===== config.mk =====
export PLATFORM = sky130hd
export DESIGN_NAME = regfile_wb_queue_flat
export DESIGN_NICKNAME = d
export VERILOG_FILES = /design/src/rtl/regfile_wb_queue_pkg.sv /design/src/rtl/regfile_wb_queue_if.sv /design/src/rtl/regfile_wb_queue_wb_match_youngest.sv /design/src/rtl/regfile_wb_queue.sv /design/src/flat_wrapper.sv
export SDC_FILE = /design/constraint.sdc
export NUM_CORES = 1
export LEC_CHECK = 0
export CORE_MARGIN = 2
export CORE_UTILIZATION = 55
export CTS_CLUSTER_SIZE = 16
export DETAILED_ROUTE_END_ITERATION = 10
export DONT_BUFFER_PORTS = 1
export PLACE_DENSITY = 0.7
export SLEW_MARGIN = 20
export SYNTH_ARGS = -nofsm -noshare
export SYNTH_HDL_FRONTEND = slang
export SYNTH_HIERARCHICAL = 1
export SYNTH_SLANG_ARGS = --single-unit

===== constraint.sdc =====
create_clock -name clk -period 4.7 [get_ports clk]
set_clock_uncertainty 0.05 [all_clocks]
set_input_delay 0.47 -clock clk [delete_from_list [all_inputs] [get_ports clk]]
set_output_delay 0.47 -clock clk [all_outputs]
set_load 0.05 [all_outputs]

===== src/rtl/regfile_wb_queue_pkg.sv =====
// Shared constants and entry type for the register-file write-back queue.
package regfile_wb_queue_pkg;

  localparam int REG_AW = 5;
  localparam int REG_DW = 32;
  localparam logic [REG_AW-1:0] REG_ZERO = '0;

  typedef struct packed {
    logic [REG_AW-1:0] addr;
    logic [REG_DW-1:0] data;
  } wb_entry_t;

endpackage


===== src/rtl/regfile_wb_queue_if.sv =====
// Bundle of enqueue, register-file write port, forwarding lookup and occupancy signals.
interface regfile_wb_queue_if
  import regfile_wb_queue_pkg::*;
#(
  parameter int DEPTH = 4,
  parameter int AW    = REG_AW,
  parameter int DW    = REG_DW
);

  logic                       enq_valid;
  logic                       enq_ready;
  logic [AW-1:0]              enq_addr;
  logic [DW-1:0]              enq_data;
  logic                       drain_en;
  logic                       RegWrite;
  logic [AW-1:0]              A3;
  logic [DW-1:0]              WD3;
  logic [AW-1:0]              look_a1;
  logic [AW-1:0]              look_a2;
  logic                       hit1;
  logic                       hit2;
  logic [DW-1:0]              fwd1;
  logic [DW-1:0]              fwd2;
  logic [$clog2(DEPTH):0]     count;

  modport master (
    output enq_valid, enq_addr, enq_data, drain_en, look_a1, look_a2,
    input  enq_ready, RegWrite, A3, WD3, hit1, hit2, fwd1, fwd2, count
  );

  modport slave (
    input  enq_valid, enq_addr, enq_data, drain_en, look_a1, look_a2,
    output enq_ready, RegWrite, A3, WD3, hit1, hit2, fwd1, fwd2, count
  );

endinterface


===== src/rtl/regfile_wb_queue_wb_match_youngest.sv =====
// Finds the youngest occupied queue entry whose address matches a lookup address.
module wb_match_youngest
  import regfile_wb_queue_pkg::*;
#(
  parameter int DEPTH = 4
) (
  input  wb_entry_t                  i_entries [DEPTH],
  input  logic [DEPTH-1:0]           i_occupied,
  input  logic [$clog2(DEPTH)-1:0]   i_tail,
  input  logic [REG_AW-1:0]          i_look,
  output logic                       o_hit,
  output logic [REG_DW-1:0]          o_data
);

  localparam int PW = $clog2(DEPTH);

  logic [PW-1:0] w_idx;

  // Walk from oldest (tail-DEPTH) to youngest (tail-1) so later matches override earlier ones.
  always_comb begin
    o_hit  = 1'b0;
    o_data = '0;
    w_idx  = '0;
    if (i_look != REG_ZERO) begin
      for (int k = DEPTH; k >= 1; k--) begin
        w_idx = i_tail - PW'(k);
        if (i_occupied[w_idx] && (i_entries[w_idx].addr == i_look)) begin
          o_hit  = 1'b1;
          o_data = i_entries[w_idx].data;
        end
      end
    end
  end

endmodule


===== src/rtl/regfile_wb_queue.sv =====
// In-order write-back queue feeding the register file write port, with two forwarding lookups
// so read ports observe pending writes before they land.
module regfile_wb_queue
  import regfile_wb_queue_pkg::*;
#(
  parameter int DEPTH = 4,
  parameter int AW    = REG_AW,
  parameter int DW    = REG_DW
) (
  input  logic              clk,
  input  logic              rst,
  regfile_wb_queue_if.slave wb
);

  localparam int PW = $clog2(DEPTH);
  localparam int CW = PW + 1;
  localparam logic [CW-1:0] FULL_COUNT = CW'(DEPTH);

  wb_entry_t         r_entries [DEPTH];
  logic [PW-1:0]     r_head;
  logic [PW-1:0]     r_tail;
  logic [CW-1:0]     r_count;

  logic              w_full;
  logic              w_empty;
  logic              w_enq;
  logic              w_deq;
  logic [DEPTH-1:0]  w_occupied;
  logic [AW-1:0]     w_headAddr;
  logic [DW-1:0]     w_headData;
  logic              w_hit1;
  logic              w_hit2;
  logic [REG_DW-1:0] w_fwd1;
  logic [REG_DW-1:0] w_fwd2;

  assign w_full  = (r_count == FULL_COUNT);
  assign w_empty = (r_count == '0);
  // Writes to x0 complete the handshake but are dropped here.
  assign w_enq   = wb.enq_valid && !w_full && (wb.enq_addr != REG_ZERO);
  assign w_deq   = !w_empty && wb.drain_en;

  always_ff @(posedge clk) begin
    if (rst) begin
      r_head  <= '0;
      r_tail  <= '0;
      r_count <= '0;
    end else begin
      if (w_enq) r_tail <= r_tail + 1'b1;
      if (w_deq) r_head <= r_head + 1'b1;
      case ({w_enq, w_deq})
        2'b10:   r_count <= r_count + 1'b1;
        2'b01:   r_count <= r_count - 1'b1;
        default: r_count <= r_count;
      endcase
    end
  end

  // Payload storage needs no reset; occupancy alone decides what is visible.
  always_ff @(posedge clk) begin
    if (w_enq) r_entries[r_tail] <= '{addr: wb.enq_addr, data: wb.enq_data};
  end

  always_comb begin
    w_occupied = '0;
    for (int i = 0; i < DEPTH; i++) begin
      w_occupied[i] = ({1'b0, PW'(i) - r_head} < r_count);
    end
  end

  assign w_headAddr = w_empty ? '0 : r_entries[r_head].addr;
  assign w_headData = w_empty ? '0 : r_entries[r_head].data;

  wb_match_youngest #(.DEPTH(DEPTH)) u_match1 (
    .i_entries  (r_entries),
    .i_occupied (w_occupied),
    .i_tail     (r_tail),
    .i_look     (wb.look_a1),
    .o_hit      (w_hit1),
    .o_data     (w_fwd1)
  );

  wb_match_youngest #(.DEPTH(DEPTH)) u_match2 (
    .i_entries  (r_entries),
    .i_occupied (w_occupied),
    .i_tail     (r_tail),
    .i_look     (wb.look_a2),
    .o_hit      (w_hit2),
    .o_data     (w_fwd2)
  );

  assign wb.enq_ready = !w_full;
  assign wb.RegWrite  = w_deq;
  assign wb.A3        = w_headAddr;
  assign wb.WD3       = w_headData;
  assign wb.hit1      = w_hit1;
  assign wb.hit2      = w_hit2;
  assign wb.fwd1      = w_fwd1;
  assign wb.fwd2      = w_fwd2;
  assign wb.count     = r_count;

endmodule


===== src/flat_wrapper.sv =====
// flat-port wrapper written by rule: the top's interface ports become plain ports
module regfile_wb_queue_flat import regfile_wb_queue_pkg::*;
#(
  parameter int DEPTH = 4,
  parameter int AW    = REG_AW,
  parameter int DW    = REG_DW
)
  (clk, rst, wb_enq_valid, wb_enq_addr, wb_enq_data, wb_drain_en, wb_look_a1, wb_look_a2, wb_enq_ready, wb_RegWrite, wb_A3, wb_WD3, wb_hit1, wb_hit2, wb_fwd1, wb_fwd2, wb_count);
  regfile_wb_queue_if #(.DEPTH(DEPTH), .AW(AW), .DW(DW)) wb_i ();
  input  logic clk;
  input  logic rst;
  input wire logic [$bits(wb_i.enq_valid)-1:0] wb_enq_valid;
  input wire logic [$bits(wb_i.enq_addr)-1:0] wb_enq_addr;
  input wire logic [$bits(wb_i.enq_data)-1:0] wb_enq_data;
  input wire logic [$bits(wb_i.drain_en)-1:0] wb_drain_en;
  input wire logic [$bits(wb_i.look_a1)-1:0] wb_look_a1;
  input wire logic [$bits(wb_i.look_a2)-1:0] wb_look_a2;
  output wire logic [$bits(wb_i.enq_ready)-1:0] wb_enq_ready;
  output wire logic [$bits(wb_i.RegWrite)-1:0] wb_RegWrite;
  output wire logic [$bits(wb_i.A3)-1:0] wb_A3;
  output wire logic [$bits(wb_i.WD3)-1:0] wb_WD3;
  output wire logic [$bits(wb_i.hit1)-1:0] wb_hit1;
  output wire logic [$bits(wb_i.hit2)-1:0] wb_hit2;
  output wire logic [$bits(wb_i.fwd1)-1:0] wb_fwd1;
  output wire logic [$bits(wb_i.fwd2)-1:0] wb_fwd2;
  output wire logic [$bits(wb_i.count)-1:0] wb_count;
  assign wb_i.enq_valid = wb_enq_valid;
  assign wb_i.enq_addr = wb_enq_addr;
  assign wb_i.enq_data = wb_enq_data;
  assign wb_i.drain_en = wb_drain_en;
  assign wb_i.look_a1 = wb_look_a1;
  assign wb_i.look_a2 = wb_look_a2;
  assign wb_enq_ready = wb_i.enq_ready;
  assign wb_RegWrite = wb_i.RegWrite;
  assign wb_A3 = wb_i.A3;
  assign wb_WD3 = wb_i.WD3;
  assign wb_hit1 = wb_i.hit1;
  assign wb_hit2 = wb_i.hit2;
  assign wb_fwd1 = wb_i.fwd1;
  assign wb_fwd2 = wb_i.fwd2;
  assign wb_count = wb_i.count;
  regfile_wb_queue #(.DEPTH(DEPTH), .AW(AW), .DW(DW)) u_core (.clk(clk), .rst(rst), .wb(wb_i));
endmodule

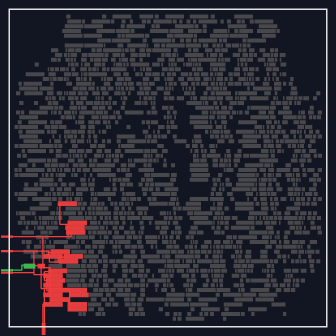
run_1/io_fan.png
legend:
  wb_enq_valid:
    color: green
    bits: 1
    direction: input
    end_cells: 1
    buffers: 0
    wire: 14.0 µm
  wb_enq_addr:
    color: red
    bits: 5
    direction: input
    end_cells: 22
    buffers: 0
    wire: 303 µm
IO Count: 159
PortBufs: 0

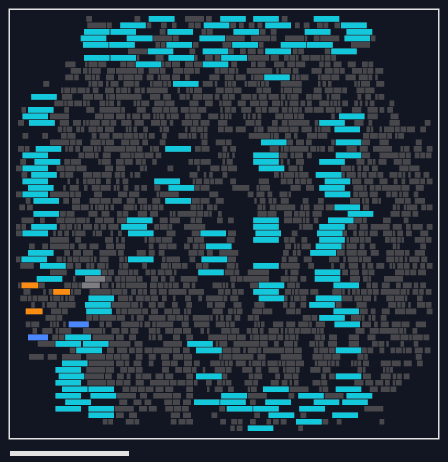
run_1/flops_by_reg.png
Bar = 50 µm. Other sequential cells in the stronger gray, the rest of the logic in the fainter gray.
legend:
  u_core/wb.count:
    color: orange
    placed_flops: 3
  u_core/r_entries:
    color: cyan
    placed_flops: 148
    where: spread over the die
  u_core/r_tail:
    color: blue
    placed_flops: 2
not colored: 2
register area: 4600 µm²
sequential cell area share: 25.2%
fin util: 60.0%

==> reports/metrics.cfg, run 1 <==
[power]
p_sw_share_pct = 48.2
sequentialPower_w = 0.00188
internal_power_w = 0.00421
total_power_w = 0.00813
clockPowerShare_pct = 18.6
power_switching_w = 0.00392
clock_power_w = 0.00151
pwr-share-seq_pct = 23.1
p_leak_nw = 5.77
pg_comb_w = 0.00474

[floorplan]
fp_util_pct = 55.5
chipArea_um2 = 32100
fp-row-count = 64
nWellTaps = 396
fp.dieW_um = 179

[worst_setup_path]
crit_type = reg2out
crit_arrival_ps = 3730
worst_setup_path_start_kind = flip-flop
endpoint = wb_fwd2[8]
cp_max_fo = 96
crit_path_end_kind = output pin
cp.required_ps = 4180

[synth]
synth-edff-count = 148
ys_ff = 155
ys_seq_share_pct = 27.2
synthCells = 1713
most_common_cell = mux2i_1
synth.largest_area_cell = edfxtp_1
syn_avg_cell_area_um2 = 9.85
ys_async_sr_fraction_pct = 0
syn_area_um2 = 16900
top_area_share_pct = 26.3
synth-area-yosys_um2 = 16900
synth.net_count = 1774
ys_warn_count = 6
top_cells_by_area = edfxtp_1 (26%), mux2i_1 (10%), a211oi_2 (8.7%), a211oi_1 (6.2%), mux4_2 (6.0%)
ys_types = 53

[grt]
grt-ovfl-total = 0
grt_first_pass_wirelength_um = 69700
grt_pass1_vias = 12700
use_met3_pct = 5.17
grt_usage_pct = 28.3
grt_max_degree = 221
antenna_found_initial = 1
grt_util_met1_pct = 36.7
use_met2_pct = 47.4
grt_busiest_layer = met2

[final_layout]
mostFrequentLayoutCell = mux2i_1
dominant_cells = combinational gates
flop-count = 155
fillers = 2551
sh_comb_area_pct = 63.2
clock_buffers = 19
final_nets = 1732
final_layout_size_suffix_gt1_share_pct = 28.3
layout.cells.non_filler = 2079
mi_logic_area_um2 = 11500
buf_share_pct = 5.30
final_cell_mix = mux2i_1 (169), edfxtp_1 (148), a211oi_1 (140), nand2_1 (133), a211oi_2 (118)
n_antenna_cell = 0
inverters_excl_clock = 9
clockNetworkAreaShare_pct = 3.45

[hold_path]
min_path_type = in2reg
hold_end = u_core/r_head[0]
min_path_cells = 1

[route]
wl_met3_um = 2860
routed_wl_um = 46100
wl_per_cell_um = 22.2
drt_iter0_drc = 1038
topRoutingLayerUsed = met4

[final_timing]
whs_ps = 29.8
maxSlewHeadroom_pct = 28.5
tns_ps = 0
fin_crit_ps = 4250
post-route-period-util_pct = 90.5
hold_viol = 0
worst_pin_slew_ps = 1070
final-setup-viol-count = 0
fmax_ghz = 0.235

[clock_tree]
insertion_delay_ps = 440
cts_buffer_depth = 2
cts_sinks = 155
cts_tree = built
hold_buffers = 0
path_clk_slew_ps = 70

[placement]
pre_cts_slack_ps = 939
placed_cell_area_um2 = 17600
dp_hpwl_um = 30700
gp_congestion = 0.851

[flow_run]
max-cap-violations = 0
stage_log_warnings = 38

[run_status]
status = completed

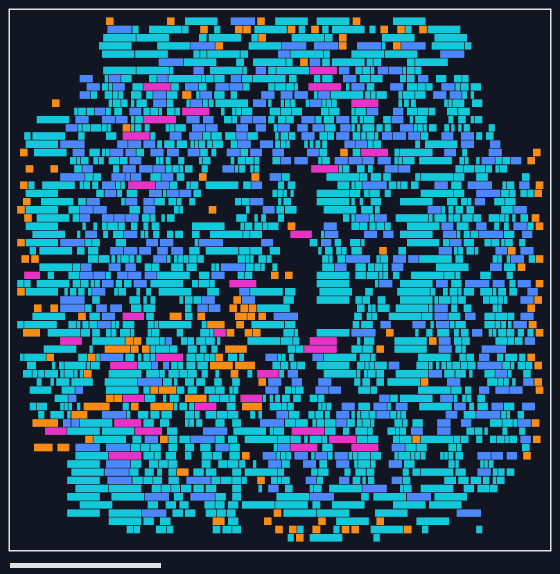
run_1/sizes.png
Bar = 50 µm.
legend:
  _2 cells:
    color: blue
    cells: 316
    share: 19%
    most_used: a211oi_2
  _6 and larger:
    color: magenta
    cells: 32
    share: 1.9%
    most_used: clkbuf_16
  _3 and _4 cells:
    color: orange
    cells: 128
    share: 7.6%
    most_used: buf_4
  _0 and _1 cells:
    color: cyan
    cells: 1207
    share: 72%
    most_used: mux2i_1
final setup margin: 447 ps
Non-clk bufs: 114
area grow syn2layout: 8.18%
final instance area: 18300 µm²

## run 1: cell families (layout without fill, tap and decap cells)
group	count (synthesis)	in the layout	synth area share [%]
AOI/OAI and AO/OA	415	415	20.2
buffers and inverters	184	154	5.26
xor gates and xnor gates	53	53	2.75
adders and majority gates	10	10	0.786
muxes	343	343	24.7
and+or+nand+nor	553	553	19.2
DFF	155	155	27.2
## run 1: sequential cells by signal, indices dropped and copies added (netlist names)
| signal | flops |
|---|---|
| u_core/r_head | 2 |
| u_core/r_tail | 2 |
| u_core/wb.count | 3 |
| u_core/r_entries | 148 |
## run 1: worst max-delay path, cell delays in order, from the launching register on
cell	delay, ps
dfxtp_4	670
buf_4	670
buf_4	790
o21ai_0	220
mux2_2	310
a211oi_2	270
nor3_2	70
buf_4	220
run_1/wires.png
Bar = 50 µm.
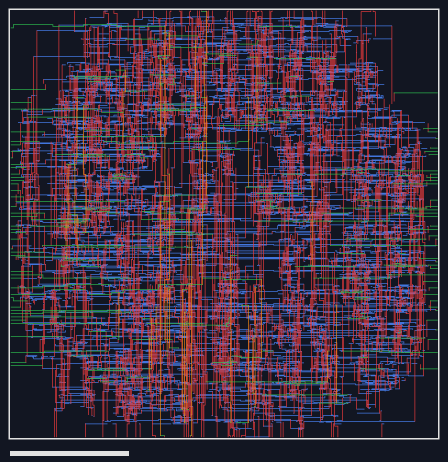

## Run 2: what changed since run 1
- SLEW_MARGIN: 20 -> default
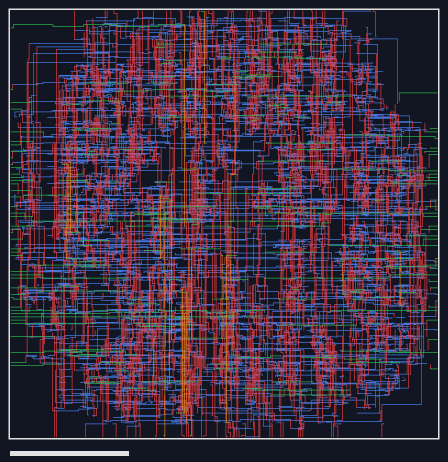
run_2/wires.png
Bar = 50 µm.
legend:
  metal 1:
    color: blue
    wire_length: 20.0 mm
  metal 2:
    color: red
    wire_length: 22.1 mm
  metal 4:
    color: orange
    wire_length: 1090 µm
  metal 3:
    color: green
    wire_length: 2950 µm
Total GRT Usage: 28.1%
vias: 13500
final wirelength: 46200 µm
routed len/inst: 22.2 µm

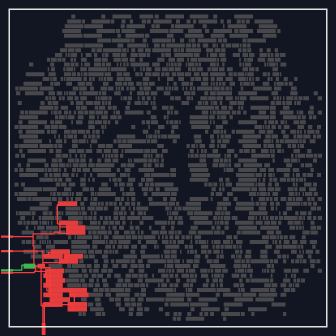
run_2/io_fan.png
legend:
  wb_enq_valid:
    color: green
    bits: 1
    direction: input
    end_cells: 1
    buffers: 0
    wire: 14.0 µm
  wb_enq_addr:
    color: red
    bits: 5
    direction: input
    end_cells: 22
    buffers: 0
    wire: 299 µm

==> run 2 against run 1 <==
Flip-flop count is the same. Maximum frequency is essentially flat. Utilization shrank 0.062 points. First-iteration DRC count grew 7.7%. Critical endpoint is now wb_fwd2[11]. Critical path depth is the same. Non-clock buffer count shrank 1. Final cell count is essentially flat. Combinational power is essentially flat. Clock power is essentially flat.
==> reports/metrics.cfg, run 2 <==
[run_status]
status = completed

[grt]
grt_first_pass_wirelength_um = 69500
grt_util_met1_pct = 37.1
grt_max_degree = 221
use_met3_pct = 5.20
grt-ovfl-total = 0
grt_pass1_vias = 12600
antenna_found_initial = 0
use_met2_pct = 46.9
grt_busiest_layer = met2

[synth]
syn_area_um2 = 16900
ys_async_sr_fraction_pct = 0
synth.net_count = 1774
synthCells = 1713
simple_gate_area_share_pct = 19.2
synth.largest_area_cell = edfxtp_1
top_area_share_pct = 26.3
ys_warn_count = 6
ys_sh_mux_pct = 24.7
ys.flop_type = edfxtp_1
ys_types = 53
synth-area-yosys_um2 = 16900
yosys-top-cells-count = mux2i_1 (169), edfxtp_1 (148), a211oi_1 (140)
most_common_cell = mux2i_1
synth-xor-area-share_pct = 2.75
ys_ff = 155
ys_sh_adder_pct = 0.786
logic_family = multiplexers
syn_avg_cell_area_um2 = 9.85
top_cells_by_area = edfxtp_1 (26%), mux2i_1 (10%), a211oi_2 (8.7%), a211oi_1 (6.2%), mux4_2 (6.0%)
aoi_share_pct = 20.2
ys_seq_share_pct = 27.2
synth-edff-count = 148

[floorplan]
fp.dieW_um = 179
fp-row-count = 64
die_y_um = 179
nWellTaps = 396
chipArea_um2 = 32100
pin_count = 159
fp_util_pct = 55.5

[power]
pwr-share-seq_pct = 23.2
p_sw_share_pct = 48.2
pg_comb_w = 0.00473
total_power_w = 0.00810
power_per_cell_area_nw_per_um2 = 444
clock_power_w = 0.00150
clockPowerShare_pct = 18.5
p_leak_nw = 5.76
internal_power_w = 0.00420
sequentialPower_w = 0.00188
power_switching_w = 0.00391

[clock_tree]
insertion_delay_ps = 430
cts_tree = built
cts_setup_buffers = 0
cts_buffer_depth = 2
ctsResizeCount = 0
cts_buffers = 17
cts_sinks = 155
hold_buffers = 0
path_clk_slew_ps = 70

[final_timing]
fmax_ghz = 0.235
maxSlewHeadroom_pct = 22.2
worst_pin_slew_ps = 1160
whs_ps = 39.6
post-route-period-util_pct = 90.4
tns_ps = 0
fin_crit_ps = 4250
hold_viol = 0
final-setup-viol-count = 0

[worst_setup_path]
crit_type = reg2out
cp_cell_sequence = buf_4 > buf_4 > o21ai_0 > mux2_2 > a211oi_2 > nor3_2 > buf_4
crit_arrival_ps = 3730
cpPeakStageDelay_ps = 800
worst_setup_path_start_kind = flip-flop
cp_common_cell = buf_4
cpLargestDelayFamily = buffers and inverters
path_buffers = 3
cp.required_ps = 4180
cp_max_fo = 96
critPathSlowestCell = buf_4
crit_path_end_kind = output pin

[final_layout]
fillers = 2509
logic_gate_count = 1374
dominant_cells = combinational gates
final_cell_mix = mux2i_1 (169), edfxtp_1 (148), a211oi_1 (140), nand2_1 (133), a211oi_2 (118)
seq_area_share_pct = 25.2
mostFrequentLayoutCell = mux2i_1
final_nets = 1731
final-seq-area_um2 = 4600
sh_comb_area_pct = 63.2
area_growth_pct = 8.07
n_antenna_cell = 0
inverters_excl_clock = 9
num-nonclk-buffers = 113
clock_buffers = 19
regMostFlops = u_core/r_entries
largest_reg_flops = 148
clockNetworkAreaShare_pct = 3.46
final_layout_size_suffix_gt1_share_pct = 28.2
mi_logic_area_um2 = 11500
flop-count = 155
buf_share_pct = 5.20

[route]
first_pass_iters = 6
drt_iter0_drc = 1118
met2_length_um = 22100
drt-vias-per-instance = 6.51
wl_met3_um = 2950
topRoutingLayerUsed = met4

[hold_path]
min_path_type = in2reg
hp-start = rst

[flow_run]
stage_log_warnings = 38
max-cap-violations = 0

[placement]
gp_congestion = 0.851
portBuffers = 0
dp_hpwl_um = 30500

## run 2: cell count changes in the layout (fill, tap and decap cells not counted), sizes merged
cell	delta
buf	-1
## run 2: metrics by stage
| stage | util (%) | worst slack, ps | std cells | area [µm²] |
|---|---|---|---|---|
| finish | 60.0 | 450 | 2078 | 18200 |
| global placement | 57.9 | 978 | 2047 | 17600 |
| global route | 60.0 | 175 | 2078 | 18200 |
| CTS | 60.0 | 472 | 2078 | 18200 |
| detailed placement | 57.9 | 938 | 2047 | 17600 |
| floorplan | - | 265 | 1713 | 16900 |
## run 2: final timing paths
check	end	slack, ps	depth (start not counted)
setup / recovery	wb_fwd2[11]	450	7
hold / removal	u_core/r_head[0]	40	1
setup reg to reg	u_core/wb.count[2]	1490	9
hold reg to reg	u_core/r_head[1]	570	3
## Run 3: what changed since run 2
- ABC_CLOCK_PERIOD_IN_PS: default -> 4700
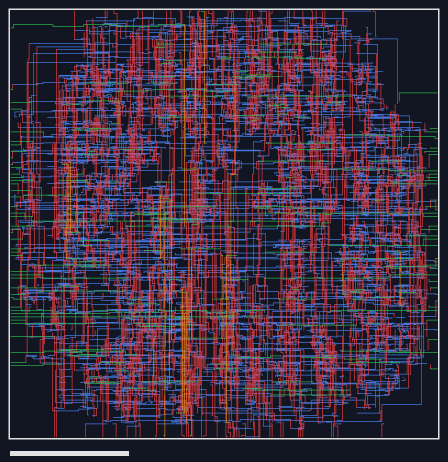
run_3/wires.png
Bar = 50 µm.
legend:
  metal 1:
    color: blue
    wire_length: 20.0 mm
  metal 4:
    color: orange
    wire_length: 1090 µm
  metal 2:
    color: red
    wire_length: 22.1 mm
  metal 3:
    color: green
    wire_length: 2950 µm

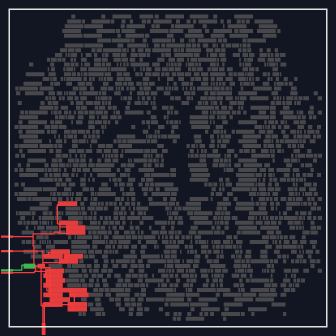
run_3/io_fan.png
legend:
  wb_enq_addr:
    color: red
    bits: 5
    direction: input
    end_cells: 22
    buffers: 0
    wire: 299 µm
  wb_enq_valid:
    color: green
    bits: 1
    direction: input
    end_cells: 1
    buffers: 0
    wire: 14.0 µm

==> run 3 against run 2 <==
Sequential share of layout area unchanged. Register-to-register slack barely moved. Count of clock-buffer cells in the layout did not move. Flip-flop count is the same. Setup slack did not move. Global-route usage unchanged. Final area stayed put. Critical path type unchanged.
==> reports/metrics.cfg, run 3 <==
[run_status]
status = completed

[hold_path]
hold_end = u_core/r_head[0]

[floorplan]
fp-row-count = 64
fp.dieW_um = 179
nWellTaps = 396
die_y_um = 179
pin_count = 159

[route]
drt_iter0_drc = 1118
met2_length_um = 22100
wl_met3_um = 2950
first_pass_iters = 6

[synth]
synthCells = 1713
ys_seq_share_pct = 27.2
ys_warn_count = 6
top_cells_by_area = edfxtp_1 (26%), mux2i_1 (10%), a211oi_2 (8.7%), a211oi_1 (6.2%), mux4_2 (6.0%)
synth-edff-count = 148
ys_ff = 155
synth.net_count = 1774
yosys-top-cells-count = mux2i_1 (169), edfxtp_1 (148), a211oi_1 (140)
ys.flop_type = edfxtp_1

[final_layout]
final_util_pct = 60.0
final-seq-area_um2 = 4600
num-nonclk-buffers = 113
logic_gate_count = 1374
sh_comb_area_pct = 63.2
final_layout_size_suffix_gt1_share_pct = 28.2
regMostFlops = u_core/r_entries
n_antenna_cell = 0
flop-count = 155
mostFrequentLayoutCell = mux2i_1
inverters_excl_clock = 9
largest_reg_flops = 148
buf_share_pct = 5.20
dominant_cells = combinational gates

[grt]
grt_util_met1_pct = 37.1
use_met2_pct = 46.9
grt-ovfl-total = 0
grt_usage_pct = 28.1
use_met3_pct = 5.20

[final_timing]
worst_pin_slew_ps = 1160
hold_viol = 0
final-setup-viol-count = 0
maxSlewHeadroom_pct = 22.2

[worst_setup_path]
cpLargestDelayFamily = buffers and inverters
worst_setup_path_start_kind = flip-flop
cp_cell_sequence = buf_4 > buf_4 > o21ai_0 > mux2_2 > a211oi_2 > nor3_2 > buf_4
path_buffers = 3
cp_num_cells = 7
critPathSlowestCell = buf_4
crit_path_end_kind = output pin
cpPeakStageDelay_ps = 800
r2r_cells = 9
r2r-end = u_core/wb.count[2]

[placement]
placed_cell_area_um2 = 17600
dp_hpwl_um = 30500
gp_congestion = 0.851

[power]
power_per_cell_area_nw_per_um2 = 444
power_switching_w = 0.00391
clock_power_w = 0.00150
clockPowerShare_pct = 18.5
internal_power_w = 0.00420

[clock_tree]
hold_buffers = 0
cts_tree = built
cts_buffers = 17
path_clk_slew_ps = 70
cts_buffer_depth = 2

[flow_run]
stage_log_warnings = 38

-- run 3: cell counts after synthesis --
No cell type changed its count.
-- run 3: logic make-up (layout without fill, tap and decap cells) --
group           count (synthesis)  after routing  synth area share [%]
buf+inv                       184            153                  5.26
mux                           343            343                  24.7
fa+ha+maj                      10             10                 0.786
xor+xnor                       53             53                  2.75
compound gates                415            415                  20.2
flops                         155            155                  27.2
simple gates                  553            553                  19.2
-- run 3: metrics by stage --
stage,cells,setup WS [ps],total power [W],hold WS [ps]
after global routing,2078,175,0.00851,21.9
after global placement,2047,978,0.00650,489
after floorplan,1713,265,0.00569,519
after detailed placement,2047,938,0.00658,489
after CTS,2078,472,0.00810,24.7
final,2078,450,0.00810,39.6
No activity file was given, so power comes from the tool's default toggle rates.
